`config.mk`:
```
export PLATFORM = sky130hd
export DESIGN_NAME = uart_rx_cfg
export DESIGN_NICKNAME = d
export VERILOG_FILES = /design/src/rtl/uart_pkg.sv /design/src/rtl/uart_rx_sampler.sv /design/src/rtl/uart_rx_cfg.sv
export SDC_FILE = /design/constraint.sdc
export NUM_CORES = 1
export LEC_CHECK = 0
export CAP_MARGIN = 20
export CORE_ASPECT_RATIO = 1.1
export CORE_MARGIN = 3
export CORE_UTILIZATION = 54
export CTS_BUF_LIST = sky130_fd_sc_hd__clkbuf_16
export DETAILED_ROUTE_END_ITERATION = 12
export PLACE_DENSITY_LB_ADDON = 0.15
export SYNTH_ARGS = -nofsm -noshare
export SYNTH_HDL_FRONTEND = slang
export SYNTH_HIERARCHICAL = 1
export SYNTH_SLANG_ARGS = --single-unit
```
`constraint.sdc`:
```
create_clock -name clk -period 2.4 [get_ports clk]
set_clock_uncertainty 0.1 [all_clocks]
set_input_delay 0.6 -clock clk [delete_from_list [all_inputs] [get_ports clk]]
set_output_delay 0.6 -clock clk [all_outputs]
set_load 0.005 [all_outputs]
```
`src/rtl/uart_pkg.sv`:
```
// Shared types and helpers for the configurable UART receiver.
package uart_pkg;

  typedef enum logic [1:0] {PAR_NONE, PAR_EVEN, PAR_ODD} parity_t;

  typedef enum logic [2:0] {IDLE, START, DATA, PARITY, STOP, BRKW} rx_state_t;

  localparam logic [3:0] MIN_DATA_BITS = 4'd5;

  function automatic logic [3:0] clamp_bits(input logic [3:0] n, input logic [3:0] max_bits);
    return (n < MIN_DATA_BITS || n > max_bits) ? max_bits : n;
  endfunction

  function automatic parity_t decode_parity(input logic [1:0] p);
    case (p)
      2'b01:   return PAR_EVEN;
      2'b10:   return PAR_ODD;
      default: return PAR_NONE;
    endcase
  endfunction

endpackage

```
`src/rtl/uart_rx_sampler.sv`:
```
// Line synchronizer, start-edge detect, per-bit tick counter and 3-sample majority vote.
module uart_rx_sampler #(
  parameter int B_TICK = 16
) (
  input  logic clk,
  input  logic rst,
  input  logic baud_en,
  input  logic rx_data,
  input  logic hold,
  output logic bit_valid,
  output logic bit_val,
  output logic fall,
  output logic line
);

  localparam int CW = $clog2(B_TICK);
  localparam logic [CW-1:0] T_LO   = CW'(B_TICK / 2 - 1);
  localparam logic [CW-1:0] T_MID  = CW'(B_TICK / 2);
  localparam logic [CW-1:0] T_HI   = CW'(B_TICK / 2 + 1);
  localparam logic [CW-1:0] T_LAST = CW'(B_TICK - 1);

  logic [1:0]    sync;
  logic          prev;
  logic [CW-1:0] cnt;
  logic          s_lo;
  logic          s_mid;

  assign line = sync[1];
  assign fall = prev & ~sync[1];

  always_ff @(posedge clk) begin
    if (rst) begin
      sync  <= 2'b11;
      prev  <= 1'b1;
      cnt   <= '0;
      s_lo  <= 1'b1;
      s_mid <= 1'b1;
    end else begin
      sync <= {sync[0], rx_data};
      prev <= sync[1];
      // Counter is pinned at zero while idle so tick 0 lines up with the start edge.
      if (hold) begin
        cnt <= '0;
      end else if (baud_en) begin
        cnt <= (cnt == T_LAST) ? '0 : cnt + CW'(1);
        if (cnt == T_LO)  s_lo  <= line;
        if (cnt == T_MID) s_mid <= line;
      end
    end
  end

  assign bit_valid = baud_en && !hold && (cnt == T_HI);
  assign bit_val   = (s_lo & s_mid) | (s_lo & line) | (s_mid & line);

endmodule

```
`src/rtl/uart_rx_cfg.sv`:
```
// Runtime-configurable UART receiver: frame FSM, data shift, parity check and commit.
module uart_rx_cfg
  import uart_pkg::*;
#(
  parameter int D_W    = 8,
  parameter int B_TICK = 16
) (
  input  logic           clk,
  input  logic           rst,
  input  logic           baud_en,
  input  logic           rx_data,
  input  logic [3:0]     cfg_data_bits,
  input  logic [1:0]     cfg_parity,
  input  logic           cfg_stop2,
  input  logic           ff_full,
  output logic [D_W-1:0] out_data,
  output logic           ff_wr_en,
  output logic           parity_err,
  output logic           frame_err,
  output logic           overrun_err,
  output logic           break_det,
  output logic           busy,
  output rx_state_t      dbg_state
);

  localparam logic [3:0] MAX_BITS = 4'(D_W);

  rx_state_t      state, state_nx;
  logic           hold, bit_valid, bit_val, fall, line;
  logic [3:0]     n_bits, bit_idx;
  parity_t        par_mode;
  logic           stop2, stop_second;
  logic [D_W-1:0] shreg;
  logic           par_acc, par_bit, all_zero;
  logic           commit, wr_d, perr_d, ferr_d, ovr_d, brk_d;

  assign hold = (state == IDLE);

  uart_rx_sampler #(.B_TICK(B_TICK)) u_sampler (
    .clk       (clk),
    .rst       (rst),
    .baud_en   (baud_en),
    .rx_data   (rx_data),
    .hold      (hold),
    .bit_valid (bit_valid),
    .bit_val   (bit_val),
    .fall      (fall),
    .line      (line)
  );

  always_ff @(posedge clk) begin
    if (rst) state <= IDLE;
    else     state <= state_nx;
  end

  always_comb begin
    state_nx = state;
    case (state)
      IDLE:   if (fall) state_nx = START;
      START:  if (bit_valid) state_nx = bit_val ? IDLE : DATA;
      DATA:   if (bit_valid && bit_idx == n_bits - 4'd1)
                state_nx = (par_mode != PAR_NONE) ? PARITY : STOP;
      PARITY: if (bit_valid) state_nx = STOP;
      STOP: begin
        if (bit_valid) begin
          if (stop_second)                state_nx = IDLE;
          else if (all_zero && !bit_val)  state_nx = BRKW;
          else if (!bit_val)              state_nx = IDLE;
          else if (!stop2)                state_nx = IDLE;
        end
      end
      BRKW:   if (line) state_nx = IDLE;
      default: state_nx = IDLE;
    endcase
  end

  // FIFO write: ff_wr_en is a one-cycle valid, ff_full is the inverted ready; a word is only
  // offered when the fifo can take it, otherwise it is dropped and flagged as an overrun.
  always_comb begin
    commit = (state == STOP) && bit_valid && !stop_second;
    brk_d  = commit && !bit_val && all_zero;
    ferr_d = commit && !bit_val && !all_zero;
    ovr_d  = commit && bit_val && ff_full;
    wr_d   = commit && bit_val && !ff_full;
    perr_d = wr_d && (par_mode != PAR_NONE) && (par_bit != (par_acc ^ (par_mode == PAR_ODD)));
  end

  always_ff @(posedge clk) begin
    if (rst) begin
      out_data    <= '0;
      ff_wr_en    <= 1'b0;
      parity_err  <= 1'b0;
      frame_err   <= 1'b0;
      overrun_err <= 1'b0;
      break_det   <= 1'b0;
      n_bits      <= MAX_BITS;
      par_mode    <= PAR_NONE;
      stop2       <= 1'b0;
      stop_second <= 1'b0;
      bit_idx     <= '0;
      shreg       <= '0;
      par_acc     <= 1'b0;
      par_bit     <= 1'b0;
      all_zero    <= 1'b1;
    end else begin
      ff_wr_en    <= wr_d;
      parity_err  <= perr_d;
      frame_err   <= ferr_d;
      overrun_err <= ovr_d;
      break_det   <= brk_d;
      if (wr_d) out_data <= shreg;

      if (state == IDLE && fall) begin
        n_bits      <= clamp_bits(cfg_data_bits, MAX_BITS);
        par_mode    <= decode_parity(cfg_parity);
        stop2       <= cfg_stop2;
        stop_second <= 1'b0;
        bit_idx     <= '0;
        shreg       <= '0;
        par_acc     <= 1'b0;
        all_zero    <= 1'b1;
      end

      if (state == DATA && bit_valid) begin
        for (int i = 0; i < D_W; i++)
          if (bit_idx == 4'(i)) shreg[i] <= bit_val;
        par_acc  <= par_acc ^ bit_val;
        all_zero <= all_zero & ~bit_val;
        bit_idx  <= bit_idx + 4'd1;
      end

      if (state == PARITY && bit_valid) begin
        par_bit  <= bit_val;
        all_zero <= all_zero & ~bit_val;
      end

      if (commit) stop_second <= 1'b1;
    end
  end

  assign busy      = (state != IDLE);
  assign dbg_state = state;

endmodule
```
==> flow_metrics.py <==
# Flow results
metrics = {
    "synthesis": {
        "syn_area_um2": 2252,
        "top_cell": "dfxtp_1",
        "synth_seq_share_pct": 42.67,
        "ys_cells": 251,
        "fa_ha_area_share_pct": 4.889,
        "fp_nets": 271,
    },
    "power_and_ir_drop": {
        "peakVddDrop_mv": 0.3706,
        "pg_comb_uw": 79.1,
        "clock_net_power_uw": 770,
        "pg_seq_uw": 806,
        "power_uw": 1655,
    },
    "layout": {
        "clk_share_pct": 5.851,
        "flop-count": 48,
        "nClkBuffers": 5,
        "sh_comb_area_pct": 41.80,
    },
    "hold_path": {
        "holdPathEnd": "u_sampler/sync[1]",
        "holdCritPathClass": "reg2reg",
        "hold-path-cell-count": 1,
    },
    "routing": {
        "via_per_inst": 5.479,
        "wl_met1_um": 2012,
        "vias": 1863,
    },
    "worst_setup_path": {
        "cp_top_family": "buffers and inverters",
        "cp_num_cells": 4,
        "reg2regPathDepth": 8,
    },
    "grt": {
        "busiest_layer": "met2",
        "track_usage_pct": 19.67,
        "grt_pass1_wl_um": 7596,
    },
    "clock_tree": {
        "clkTransAtPathRegs_ps": 60,
        "hold_buffers": 0,
        "cts-htree-levels": 2,
        "clock_path_buffers": 2,
        "cts_inserted_buffers": 5,
    },
    "timing": {
        "setup_viol": 0,
        "tightest_slew_ps": 741.0,
        "fmax_ghz": 0.4596,
    },
    "status": {
        "outcome": "complete, no violations",
    },
    "die": {
        "taps": 52,
        "die_area_um2": 4983,
        "rows": 24,
    },
}
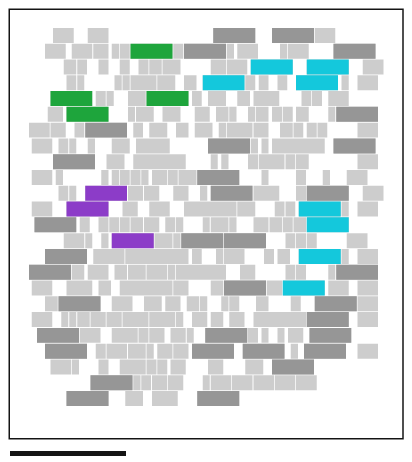
(images/flops_by_reg.png)
Bar = 20 um.
legend:
  green:
    netlist_name: n_bits
    placed_flops: 4
    where: upper left
  purple:
    netlist_name: dbg_state
    placed_flops: 3
  cyan:
    netlist_name: shreg
    placed_flops: 8
not coloured: 33

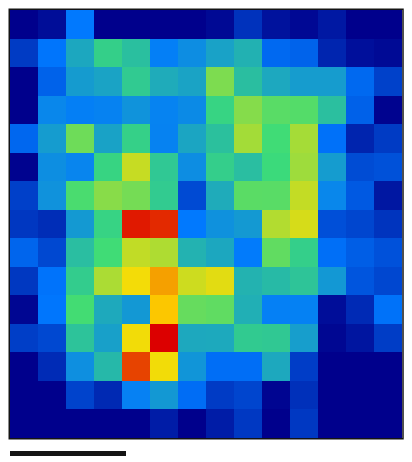
(images/metal_density.png)
Bar = 20 um. The die is cut into 14 by 15 equal tiles; dark blue is low, red is high, scaled to the fullest tile. Values are wire area over tile area, all layers added.
tiles over half the peak: 18%
fullest tile: 0.47
nearly empty tiles: 17%
mean over tiles: 0.14
emptiest ninth of the die: lower right
densest ninth of the die: centre

